<file path="src/rtl/bram_port_server.sv">
// bram_port_server: request/response front end for one port of a
// byte-enabled, write-first BRAM (1- or 2-cycle read latency).
//
// Parameters: PIPELINED (0: DO valid 1 cycle after issue, 1: 2 cycles),
//   ADDR_WIDTH, DATA_WIDTH, WE_WIDTH, RSP_DEPTH (power of two, >= 2).
// Ports:
//   CLK, RST_N           clock, async active-low reset
//   REQ_EN/REQ_RDY       request handshake; REQ_WE all-zero = read
//   REQ_ADDR/REQ_DATA    request address / write data
//   RSP_VALID/RSP_DATA   response FIFO head
//   RSP_DEQ              pop FIFO head (ignored when empty)
//   BRAM_EN/WE/ADDR/DI   driven to the BRAM port
//   BRAM_DO              read data from the BRAM port
//   BUSY                 reads in flight or FIFO not empty
// Macro BRAM_SRV_WRITE_RSP_EN: when defined, writes also return a
//   response (the merged write-first word) and consume a credit.

module bram_port_server #(
   parameter int PIPELINED  = 0,
   parameter int ADDR_WIDTH = 1,
   parameter int DATA_WIDTH = 1,
   parameter int WE_WIDTH   = 1,
   parameter int RSP_DEPTH  = 4
) (
   input  logic                  CLK,
   input  logic                  RST_N,
   input  logic                  REQ_EN,
   output logic                  REQ_RDY,
   input  logic [WE_WIDTH-1:0]   REQ_WE,
   input  logic [ADDR_WIDTH-1:0] REQ_ADDR,
   input  logic [DATA_WIDTH-1:0] REQ_DATA,
   output logic                  RSP_VALID,
   output logic [DATA_WIDTH-1:0] RSP_DATA,
   input  logic                  RSP_DEQ,
   output logic                  BRAM_EN,
   output logic [WE_WIDTH-1:0]   BRAM_WE,
   output logic [ADDR_WIDTH-1:0] BRAM_ADDR,
   output logic [DATA_WIDTH-1:0] BRAM_DI,
   input  logic [DATA_WIDTH-1:0] BRAM_DO,
   output logic                  BUSY
);

   localparam int PW = $clog2(RSP_DEPTH);
   localparam int CW = PW + 1;
   localparam int NS = PIPELINED + 1;
   localparam logic [CW:0] DEPTH_W = (CW+1)'(RSP_DEPTH);

   logic [NS-1:0]         r_vpipe;
   logic [CW-1:0]         r_inflight;
   logic [CW-1:0]         r_fifo_cnt;
   logic [PW-1:0]         r_wr_ptr;
   logic [PW-1:0]         r_rd_ptr;
   logic [DATA_WIDTH-1:0] r_mem [RSP_DEPTH];

   logic [NS:0]           w_vshift;
   logic [CW:0]           w_used;
   logic                  w_acc;
   logic                  w_rsp_gen;
   logic                  w_push;
   logic                  w_cap;
   logic                  w_pop;

   // Credits cover both in-flight reads and queued words, so every
   // capture is guaranteed a free FIFO slot.
   assign w_used  = {1'b0, r_inflight} + {1'b0, r_fifo_cnt};
   assign REQ_RDY = RST_N & (w_used < DEPTH_W);

   assign w_acc     = REQ_EN & REQ_RDY;
   assign BRAM_EN   = w_acc;
   assign BRAM_WE   = w_acc ? REQ_WE : '0;
   assign BRAM_ADDR = REQ_ADDR;
   assign BRAM_DI   = REQ_DATA;

`ifdef BRAM_SRV_WRITE_RSP_EN
   assign w_rsp_gen = 1'b1;
`else
   assign w_rsp_gen = (REQ_WE == '0);
`endif

   assign w_push    = w_acc & w_rsp_gen;
   assign w_vshift  = {r_vpipe, w_push};
   assign w_cap     = r_vpipe[NS-1];
   assign RSP_VALID = (r_fifo_cnt != '0);
   assign w_pop     = RSP_DEQ & RSP_VALID;
   assign RSP_DATA  = r_mem[r_rd_ptr];
   assign BUSY      = (r_inflight != '0) | RSP_VALID;

   always_ff @(posedge CLK or negedge RST_N) begin
      if (!RST_N) begin
         r_vpipe    <= '0;
         r_inflight <= '0;
         r_fifo_cnt <= '0;
         r_wr_ptr   <= '0;
         r_rd_ptr   <= '0;
      end else begin
         r_vpipe <= w_vshift[NS-1:0];
         unique case ({w_push, w_cap})
            2'b10:   r_inflight <= r_inflight + CW'(1);
            2'b01:   r_inflight <= r_inflight - CW'(1);
            default: r_inflight <= r_inflight;
         endcase
         unique case ({w_cap, w_pop})
            2'b10:   r_fifo_cnt <= r_fifo_cnt + CW'(1);
            2'b01:   r_fifo_cnt <= r_fifo_cnt - CW'(1);
            default: r_fifo_cnt <= r_fifo_cnt;
         endcase
         if (w_cap) r_wr_ptr <= r_wr_ptr + PW'(1);
         if (w_pop) r_rd_ptr <= r_rd_ptr + PW'(1);
      end
   end

   // Storage needs no reset: visibility is governed by r_fifo_cnt.
   always_ff @(posedge CLK) begin
      if (w_cap) r_mem[r_wr_ptr] <= BRAM_DO;
   end

endmodule

</file>
<file path="config.mk">
export PLATFORM = sky130hd
export DESIGN_NAME = bram_port_server
export DESIGN_NICKNAME = d
export VERILOG_FILES = /design/src/rtl/bram_port_server.sv
export SDC_FILE = /design/constraint.sdc
export NUM_CORES = 1
export LEC_CHECK = 0
export ABC_AREA = 1
export CAP_MARGIN = 20
export CORE_ASPECT_RATIO = 0.9
export CORE_MARGIN = 4
export CORE_UTILIZATION = 25
export DETAILED_ROUTE_END_ITERATION = 10
export SLEW_MARGIN = 5
export SYNTH_ARGS = -nofsm -noshare
export SYNTH_HDL_FRONTEND = slang
export SYNTH_SLANG_ARGS = --single-unit
export TNS_END_PERCENT = 5
</file>
<file path="constraint.sdc">
create_clock -name CLK -period 4.3 [get_ports CLK]
set_input_delay 0.43 -clock CLK [delete_from_list [all_inputs] [get_ports CLK]]
set_output_delay 0.43 -clock CLK [all_outputs]
set_load 0.01 [all_outputs]
</file>
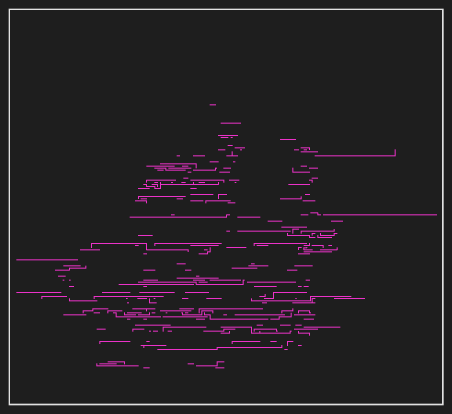
*M1 wires*
(6 px per um)
123 nets have wire on it. The layer holds 48% of the routed length. The wires run mostly horizontal.
met1 GRT Util: 9.29%
final wirelength: 1490 um

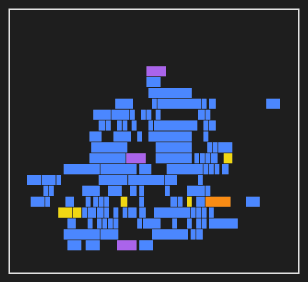
*Cell sizes after repair*
(4 px per um)
Orange marks x3 and x4, cells 1. Purple marks x6 and larger, cells 3. Yellow marks x2, cells 5. Blue marks x1 and smaller, cells 111.
post-route cell area: 1110 um^2
Buffers, non-clock: 11
area delta synth->final: 20.8%
Worst Slack Setup Final: 1.63 ns

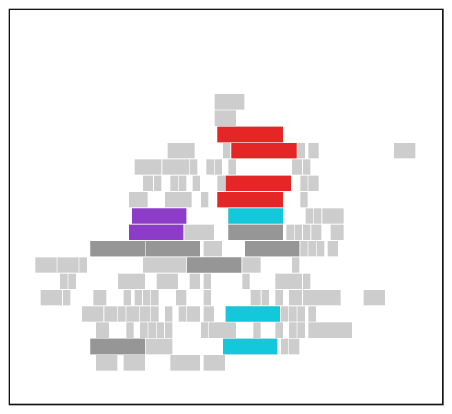
*Sequential cells colored by netlist name*
(6 px per um)
Red marks r_mem, placed flops 4, where center. Purple marks r_wr_ptr, placed flops 2. Cyan marks r_fifo_cnt, placed flops 3.
Another 6 sequential cells are not colored.
Final Core Density: 32.2%
Sequential Power: 244 uW
Register Area: 395 um^2
flop share of the area: 35.5%

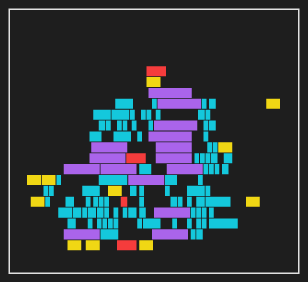
*Cell classes on the final placement*
(4 px per um)
Purple marks registers, cells 15, share of their area 37%. Cyan marks remaining logic cells, cells 90, share of their area 48%. Yellow marks remaining buffers and delay cells, cells 11, share of their area 10%. Red marks clock drivers and dummy loads, cells 4, share of their area 4.4%.
floorplan row count: 20
Placeable Area: 3450 um^2

==> ci_impl_report.md <==
### Flow metrics

| Metric | Value |
|---|---|
| Max layer used | met4 |
| Reg2reg path depth | 9 |
| Number of enable flip-flop cells | 4 |
| Vias in the first global route | 663 |
| Crit end category | primary output |
| Die Height | 65.6 um |
| M2 GR Usage | between 10% and 20% |
| Post-DP HPWL | 1190 um |
| Register area share after synthesis | 42.9% |
| Crit path cell chain | clkdlybuf4s50_1, nand2_1, nor2_2, nand3_2, nor2_1, clkdlybuf4s50_1 |
| Avg Vias per Cell | 4.07 |
| Final period util | 62.2% |
| Largest net degree at the start of global routing | 13 |
| Met1 WL | 714 um |
| Max-cap violations | 0 |
| CTS resizes | 0 |
| R2r setup slk | 2.36 ns |
| CTS Buf Count | 3 |
| Port-buffer cells | 11 |
| All-Layer GR Usage | 7.74% |
| Area fraction in xor and xnor cells | 2.85% |
| First-pass GRT wire length | 2700 um |
| Fmax | 374 MHz |
| Flops after synth | 15 |
| Hold Vio Cnt, Final | 0 |
| H-tree depth | 1 |
| Critical path type | in -> out |
| Synth async-reset ratio | 73.3% |
| Via Count | between 600 and 700 |
| Max VDD drop | roughly 0.00021 V |
| Worst r2r src | r_inflight[2]$_DFFE_PN0P_ |
| Post-synthesis chip area from yosys | a little over 900 um^2 |
| Status | finished clean |
| Synth Area in Compound Gates | 3.26% |
| Slowest stage delay, CP | 0.79 ns |
| RSZ-0062 raised after global routing | false |
worst reg2reg max path: cells and delay by family (launching register included):
kind	cells	cell delay (ns)
buffers and inverters	2	0.14
adders and majority gates	3	0.89
DFF	1	0.39
and+or+nand+nor	3	0.29
AOI/OAI and AO/OA	1	0.15
cell type report:
cell class                      instances  area share (%)
Clock buffer                            3            3.71
Clock inverter                          1           0.449
Inverter                               28            9.44
Multi-Input combinational cell         62            36.1
Sequential cell                        15            35.5
Tap cell                               44            4.94
Timing Repair Buffer                   11            9.89
where the power goes:
group	switching [uW]	leakage, uW	internal [uW]
sequential	47.1	0.000172	197
combinational	186	0.000386	148
clock	49.0	0.0000255	64.2
registers in the layout, indices dropped and copies added (netlist names):
signal,flops
r_fifo_cnt,3
r_inflight,3
r_mem,4
r_rd_ptr,2
r_vpipe,1
r_wr_ptr,2
No activity file was given, so power comes from the tool's default toggle rates.
